==> run_1/registers.png <==
Other sequential cells in the stronger grey, the rest of the logic in the fainter grey.
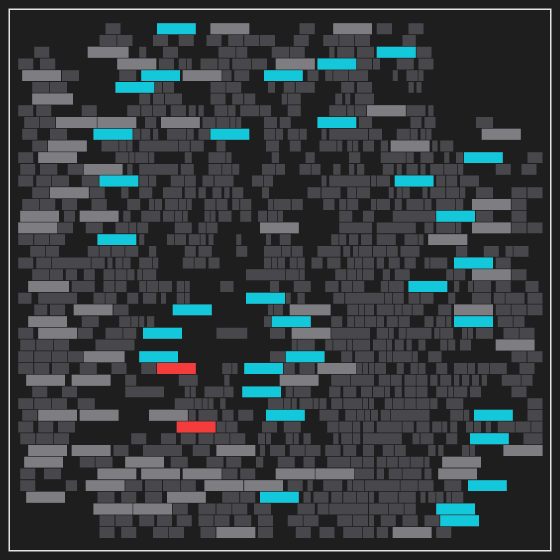
==> run_1/drive_strength.png <==
Scale bar: 50 µm.
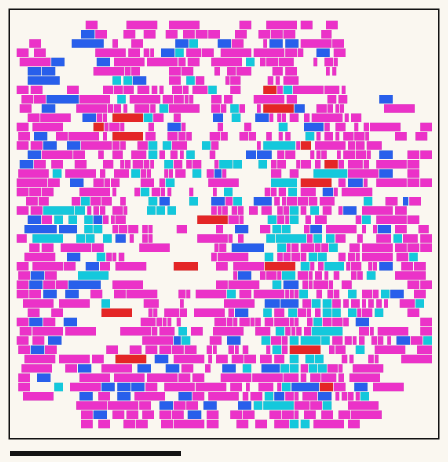
==> run_1/final_clocks.png <==
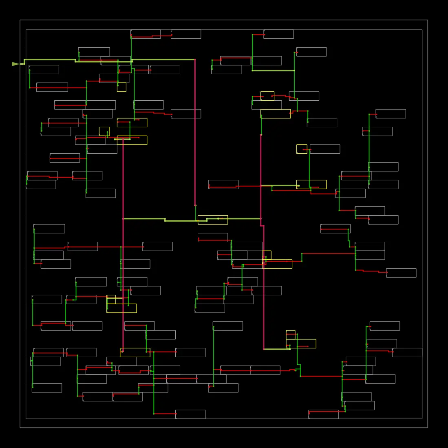
$ cat src/rtl/fetch_stage.sv
// Instruction fetch stage: owns the PC, keeps one instruction-memory request in flight,
// and hands each word with its PC to decode. Optional counters under FETCH_PERF_EN.
module fetch_stage #(
  parameter logic [31:0] RESET_VECTOR = 32'h0000_0000,
  parameter logic [31:0] NOP_INSTR    = 32'h0000_0013
) (
  input  logic        clk,
  input  logic        rst,
  output logic        imem_req,
  output logic [31:0] imem_addr,
  input  logic        imem_valid,
  input  logic [31:0] imem_rdata,
  output logic [31:0] instruction,
  output logic [31:0] PC,
  output logic        instr_valid,
  input  logic        instr_ready,
  input  logic        PCsrc,
  input  logic [31:0] ImmOp
`ifdef FETCH_PERF_EN
  ,
  output logic [31:0] fetch_count,
  output logic [31:0] stall_count
`endif
);

  typedef enum logic [1:0] {S_IDLE, S_REQ, S_WAIT, S_HOLD} state_t;

  state_t      state_q, state_d;
  logic [31:0] fetch_pc_q, fetch_pc_d;
  logic [31:0] instr_q, instr_d;
  logic [31:0] pc_q, pc_d;
  logic        accept;

  assign accept = (state_q == S_HOLD) && instr_ready;

  always_comb begin
    state_d    = state_q;
    fetch_pc_d = fetch_pc_q;
    instr_d    = instr_q;
    pc_d       = pc_q;
    case (state_q)
      S_IDLE: state_d = S_REQ;
      S_REQ:  state_d = S_WAIT;
      S_WAIT: begin
        // Responses are only honoured here, so strobes left over from an abandoned request are dropped.
        if (imem_valid) begin
          instr_d = imem_rdata;
          pc_d    = fetch_pc_q;
          state_d = S_HOLD;
        end
      end
      S_HOLD: begin
        if (instr_ready) begin
          fetch_pc_d = PCsrc ? (pc_q + ImmOp) : (pc_q + 32'd4);
          state_d    = S_REQ;
        end
      end
      default: state_d = S_IDLE;
    endcase
  end

  always_ff @(posedge clk or posedge rst) begin
    if (rst) begin
      state_q    <= S_IDLE;
      fetch_pc_q <= RESET_VECTOR;
      instr_q    <= NOP_INSTR;
      pc_q       <= RESET_VECTOR;
    end else begin
      state_q    <= state_d;
      fetch_pc_q <= fetch_pc_d;
      instr_q    <= instr_d;
      pc_q       <= pc_d;
    end
  end

  assign imem_req    = (state_q == S_REQ);
  assign imem_addr   = fetch_pc_q;
  assign instruction = instr_q;
  assign PC          = pc_q;
  assign instr_valid = (state_q == S_HOLD);

`ifdef FETCH_PERF_EN
  logic [31:0] fetch_count_q, stall_count_q;
  logic        stall;

  // A stall is any cycle spent waiting on memory or on decode.
  assign stall = (state_q == S_WAIT) || ((state_q == S_HOLD) && !instr_ready);

  always_ff @(posedge clk or posedge rst) begin
    if (rst) begin
      fetch_count_q <= 32'd0;
      stall_count_q <= 32'd0;
    end else begin
      if (accept) fetch_count_q <= fetch_count_q + 32'd1;
      if (stall)  stall_count_q <= stall_count_q + 32'd1;
    end
  end

  assign fetch_count = fetch_count_q;
  assign stall_count = stall_count_q;
`endif

endmodule

$ cat config.mk
export PLATFORM = sky130hd
export DESIGN_NAME = fetch_stage
export DESIGN_NICKNAME = d
export VERILOG_FILES = /design/src/rtl/fetch_stage.sv
export SDC_FILE = /design/constraint.sdc
export NUM_CORES = 1
export LEC_CHECK = 0
export CAP_MARGIN = 20
export CORE_MARGIN = 1.5
export CORE_UTILIZATION = 40
export DETAILED_ROUTE_END_ITERATION = 6
export PLACE_DENSITY = 0.74
export SLEW_MARGIN = 15
export SYNTH_ARGS = -nofsm -noshare
export SYNTH_HDL_FRONTEND = slang
export SYNTH_SLANG_ARGS = --single-unit
$ cat constraint.sdc
create_clock -name clk -period 2.8 [get_ports clk]
set_input_delay 0.42 -clock clk [delete_from_list [all_inputs] [get_ports clk]]
set_output_delay 0.42 -clock clk [all_outputs]
set_load 0.005 [all_outputs]
==> impl_metrics.env, run 1 <==
# source this file to load flow results
export IMPL_status="finished, violations left"
export IMPL_violations="negative setup slack"
export IMPL_leakagePower_nw=3.97
export IMPL_wl_um=18400
export IMPL_ys_chip_area_um2=5990
export IMPL_synth_area_top_cells="dfrtp_1 40%, mux2_2 12%, ha_1 7.5%, a21oi_1 4.3%, xor2_1 3.8%"
export IMPL_whs_ns=0.508
export IMPL_finalCriticalPeriod_ns=2.95
export IMPL_yosys_top_cells_count="95 x dfrtp_1, 66 x mux2_2, 52 x nand2_1, 51 x a21oi_1, 49 x nor2_1"
export IMPL_setup_slack_ns=-0.154
export IMPL_diodes=0
export IMPL_edf_count=0
export IMPL_slew_violations=0
export IMPL_dp_hpwl_um=13700
export IMPL_fp_util_pct=41.1
export IMPL_finalNetCount=972
export IMPL_yosys_cells=608
export IMPL_finalSetupViolCount=3
export IMPL_pin_count=167
export IMPL_logic_area_um2=3590
export IMPL_slowest_stage="dfrtp_2"
export IMPL_clkSinkCount=98
export IMPL_simple_gate_share_pct=12.7
export IMPL_drt_iter0_drc=339
export IMPL_grt_usage_pct=23.6
export IMPL_path_clk_slew_ns=0.07
export IMPL_syn2layout_area_growth_pct=51.8
export IMPL_coreArea_um2=14600
export IMPL_xor_share_pct=7.31
export IMPL_yosys_area_top_type="dfrtp_1"
export IMPL_vias=5580
export IMPL_syn_area_per_cell_um2=9.86
export IMPL_antenna_left=0
export IMPL_rows=44
export IMPL_die_h_um=125
export IMPL_final_util_pct=62.4
export IMPL_clk_path_buf_depth=2
export IMPL_synth_nets=714
export IMPL_synth_area_um2=5990
export IMPL_worstSetupStartpointType="flip-flop"
export IMPL_cp_num_buf_inv=0
export IMPL_mux_share_pct=13.2
export IMPL_critPathCaptureType="flip-flop"
export IMPL_cp_slowest_stage_delay_ns=0.42
export IMPL_drc=0
export IMPL_drive_above_1_share_pct=26.4
export IMPL_synth_warnings=0
export IMPL_chip_area_um2=15700
export IMPL_hp_class="in -> async"
export IMPL_syn_inst=608
export IMPL_cp_cell_sequence="ha_4 > a21o_1 > a221o_1 > o41a_1 > or3_4 > o2111ai_4 > a2111oi_4 > a211oi_2 > mux2i_1 > o311ai_1"
export IMPL_cp_data_required_time_ns=3.02
export IMPL_tightest_slew_ns=0.811
export IMPL_die_width_um=125
export IMPL_hold_violations=0
export IMPL_crit_family="AND-OR/OR-AND gates"
export IMPL_fillers=1202
export IMPL_root_buffer="clkbuf_16"
export IMPL_antenna_found_initial=0
export IMPL_fa_ha_area_share_pct=7.85
export IMPL_yosysTopAreaCellShare_pct=39.7
export IMPL_top_cell="dfrtp_1"
export IMPL_grt_ovfl_total=0
export IMPL_io_buffers=166
export IMPL_ys_sh_aoi_pct=15.3
export IMPL_peakVddDrop_mv=0.459
export IMPL_fin_crit_sh_pct=106
export IMPL_critPathMaxFanout=2
export IMPL_synth_cell_types=61
export IMPL_via_per_inst=5.29
export IMPL_seq_area_frac_synth_pct=41.0
export IMPL_fin_worst_skew_ns=0.00885
export IMPL_rsz0062_at_grt="true"
export IMPL_p_per_area_nw_per_um2=1040
export IMPL_wl_per_cell_um=17.5
export IMPL_numSynthFlops=98
Notes on registers.png above:
- state_q: red (flops 2)
- imem_addr: cyan (flops 32; where all over the die)
- not coloured: 64

Notes on drive_strength.png above:
- drive 6 and up: red (cells 15; most used clkbuf_16)
- drive 1 or less: magenta (cells 641; most used clkdlybuf4s50_1)
- drive 3 to 4: cyan (cells 121; most used buf_4)
- drive 2: blue (cells 94; most used mux2_2)

Notes on final_clocks.png above:
TritonCTS Buffers: 9
clk_lat worst skew: 0.35 ns
FF+latch count: 98
Layout clock buffers: 9

run 1: worst paths after layout:
path / start / to / slack [ns] / depth (start not counted)
worst max-delay path: PC[16]$_DFFE_PP0P_ / imem_addr[31]$_DFFE_PP0P_ / -0.15 / 10
worst min-delay path: rst / instruction[28]$_DFFE_PP0P_ / 0.51 / 2
worst min register to register: imem_addr[7]$_DFFE_PP0P_ / imem_addr[7]$_DFFE_PP0P_ / 0.51 / 2
worst max register to register: PC[16]$_DFFE_PP0P_ / imem_addr[31]$_DFFE_PP0P_ / -0.15 / 10
min in group clk: imem_addr[7]$_DFFE_PP0P_ / imem_addr[7]$_DFFE_PP0P_ / 0.51 / 2
max in group asynchronous: rst / imem_addr[30]$_DFFE_PP0P_ / 1.54 / 3
run 1: flip-flops by register name, summed over array words and instances, names as in the netlist:
signal,count
PC,32
imem_addr,32
instruction,32
state_q,2
run 1: cell usage in the layout, fill, tap and decap left out, drive strengths merged, types with 17 or more instances in the layout:
cell / synthesis / routed
xnor2: 24 / 24
o21ai: 44 / 44
nor2: 49 / 49
mux2: 66 / 66
clkdlybuf4s50: 0 / 157
a21oi: 51 / 51
ha: 36 / 36
dfrtp: 95 / 95
inv: 17 / 19
xor2: 26 / 26
nand3: 17 / 17
nand2: 52 / 52
buf: 3 / 106
run 1: worst register-to-register path: cells and delay by family (launching register included):
family                     cells  cell delay (ns)
adders and majority gates      1             0.22
muxes                          1             0.22
AOI/OAI and AO/OA              7             1.60
DFF                            1             0.42
and+or+nand+nor                1             0.36
run 1: final cells by class:
class	instances	area share, %
Clock buffer	9	2.48
Clock inverter	7	0.646
Inverter	17	0.743
Multi-Input combinational cell	469	39.5
Sequential cell	98	27.0
Tap cell	184	2.53
Timing Repair Buffer	271	27.1
run 1: timing repair:
action                     4_1_cts  5_1_grt
pin swaps                       17       18
hold endpoints to repair         0        0
setup endpoints to repair       13       17
gates resized                   21       22
setup buffers                    1        6
run 1: report_power, final:
group	total (W)	internal [W]	switching (W)
combinational	0.00569	0.00324	0.00245
sequential	0.00256	0.00208	0.000479
clock	0.00121	0.000616	0.000597
total	0.00946	0.00593	0.00353
run 1: metrics by stage:
step	cells	total power [W]	TNS (ns)	cell area, µm²	setup slack, ns
global placement	1032	0.00781	-6.57	8580	-0.592
finish	1055	0.00946	-0.212	9100	-0.154
floorplan	608	0.00516	-0.0313	6040	-0.0313
CTS	1049	0.00937	-0.197	8970	-0.183
detailed placement	1032	0.00798	-8.73	8580	-0.678
global route	1055	0.0101	-0.712	9100	-0.251
run 1: routing by layer:
layer | vias to the layer above | routed length [µm] | global-route usage [%]
met3 | 24 | 1010 | 4.28
met5 | - | 0 | 0
li1 | 2699 | - | -
met2 | 173 | 8960 | 39.7
met4 | 0 | 316 | 6.82
met1 | 2684 | 8150 | 31.3
run 1: cells by family after synthesis:
logic type                 Yosys count
xor gates and xnor gates            50
AOI/OAI and AO/OA                  149
adders and majority gates           37
buffers and inverters               41
DFF                                 98
muxes                               71
and+or+nand+nor                    162
==> run 2, diff against run 1 <==
DONT_BUFFER_PORTS = 1   (was default)
PLACE_DENSITY = 0.59   (was 0.74)
SKIP_CTS_REPAIR_TIMING = 1   (was default)
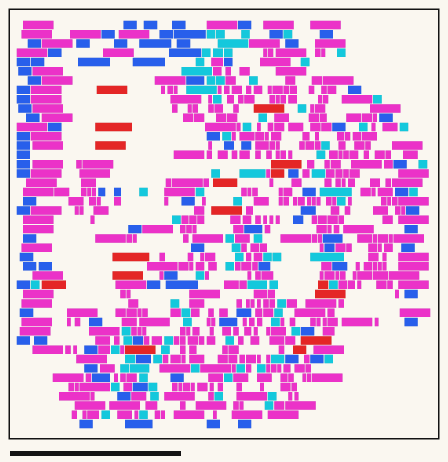
(run_2/drive_strength.png)
Scale bar: 50 µm.
- drive 3 to 4: cyan (cells 82; most used buf_4)
- drive 6 and up: red (cells 16; most used clkbuf_16)
- drive 2: blue (cells 93; most used mux2_2)
- drive 1 or less: magenta (cells 479; most used dfrtp_1)

==> impl_metrics.env, run 2 <==
# source this file to load flow results
export IMPL_worstSetupStartpointType="flip-flop"
export IMPL_dp_hpwl_um=11600
export IMPL_violations="negative setup slack"
export IMPL_fin_crit_sh_pct=107
export IMPL_tightest_slew_ns=0.596
export IMPL_antenna_left=0
export IMPL_critPathMaxFanout=3
export IMPL_vias=4803
export IMPL_root_buffer="clkbuf_16"
export IMPL_finalNetCount=771
export IMPL_fin_worst_skew_ns=0.0130
export IMPL_drc=0
export IMPL_coreArea_um2=14600
export IMPL_syn_inst=608
export IMPL_fp_util_pct=41.1
export IMPL_cts_buffers=9
export IMPL_lay_top_count="dfrtp_1"
export IMPL_yosys_top_cells_count="95 x dfrtp_1, 66 x mux2_2, 52 x nand2_1, 51 x a21oi_1, 49 x nor2_1"
export IMPL_finalSetupViolCount=2
export IMPL_total_power_w=0.00801
export IMPL_synth_area_um2=5990
export IMPL_synth_warnings=0
export IMPL_via_per_inst=5.62
export IMPL_synth_nets=714
export IMPL_chip_area_um2=15700
export IMPL_drive_above_1_share_pct=28.5
export IMPL_leakagePower_nw=3.18
export IMPL_yosys_cells=608
export IMPL_clkSinkCount=98
export IMPL_instances_no_fill=854
export IMPL_peakVddDrop_mv=0.417
export IMPL_status="finished, violations left"
export IMPL_finalCriticalPeriod_ns=2.99
export IMPL_die_h_um=125
export IMPL_setup_slack_ns=-0.189
export IMPL_top_cell="dfrtp_1"
-- run 2: cell counts after synthesis --
No cell type changed its count.
-- run 2: power by group --
part | switching (W) | leakage, nW | total [W] | internal, W
Sequential | 0.000586 | 1.21 | 0.00267 | 0.00208
Clock | 0.000594 | 0.160 | 0.00140 | 0.000801
Combinational | 0.00201 | 1.81 | 0.00395 | 0.00194
-- run 2: final timing paths --
path	to	from	slack, ns	cells after the start
setup / recovery	imem_addr[31]$_DFFE_PP0P_	PC[16]$_DFFE_PP0P_	-0.19	10
hold / removal	instruction[31]$_DFFE_PP0P_	rst	0.09	2
setup reg to reg	imem_addr[31]$_DFFE_PP0P_	PC[16]$_DFFE_PP0P_	-0.19	10
hold reg to reg	imem_addr[27]$_DFFE_PP0P_	imem_addr[27]$_DFFE_PP0P_	0.53	2
max in group asynchronous	PC[17]$_DFFE_PP0P_	rst	2.32	2
min in group clk	imem_addr[24]$_DFFE_PP0P_	PCsrc	0.17	1
-- run 2: area by class of cell --
type                    instances  area [µm²]
clock inverters                 7         108
clock buffers                   9         225
well taps                     184         230
inverters                      17        67.6
fillers                      1328        7390
multi-input cells             469        3550
repair buffers                 70         551
flip-flops and latches         98        2460
-- run 2: worst max-delay path, stage by stage, from the launching register on --
cell and delay, ns:
dfrtp_2 0.42, ha_4 0.22, a21o_1 0.15, a221o_1 0.36, o41a_1 0.41, or3_4 0.36
o2111ai_4 0.27, a2111oi_4 0.11, a211oi_2 0.23, mux2i_1 0.22, o311ai_1 0.11
-- run 2: logic make-up (layout without fill, tap and decap cells) --
family | after synthesis | in the layout | synth area share [%]
buffers and inverters | 41 | 103 | 2.61
adders and majority gates | 37 | 37 | 7.85
AOI/OAI and AO/OA | 149 | 149 | 15.3
xor gates and xnor gates | 50 | 50 | 7.31
muxes | 71 | 71 | 13.2
DFF | 98 | 98 | 41.0
and+or+nand+nor | 162 | 162 | 12.7
-- run 2: stage by stage --
step           setup TNS [ns]  instance area [µm²]  utilization (%)  hold WS [ns]
2_1_floorplan         -0.0313                 6040                -         0.491
3_3_place_gp           -0.507                 6700             45.9         0.485
3_5_place_dp           -0.815                 6700             45.9         0.499
4_1_cts                -0.992                 7030             48.2         0.108
5_1_grt                -0.487                 7190             49.3         0.136
6_report               -0.190                 7190             49.3        0.0887
-- run 2: routing by layer --
metal  vias to the layer above  track usage, %  wire (µm)
met5                         -               0          0
met4                         0            6.68        287
met3                        23            6.03       1160
met2                       173            34.0       7700
met1                      2305            24.4       6650
li1                       2302               -          -
Power figures rest on the tool's default switching activity, not on a simulated workload.
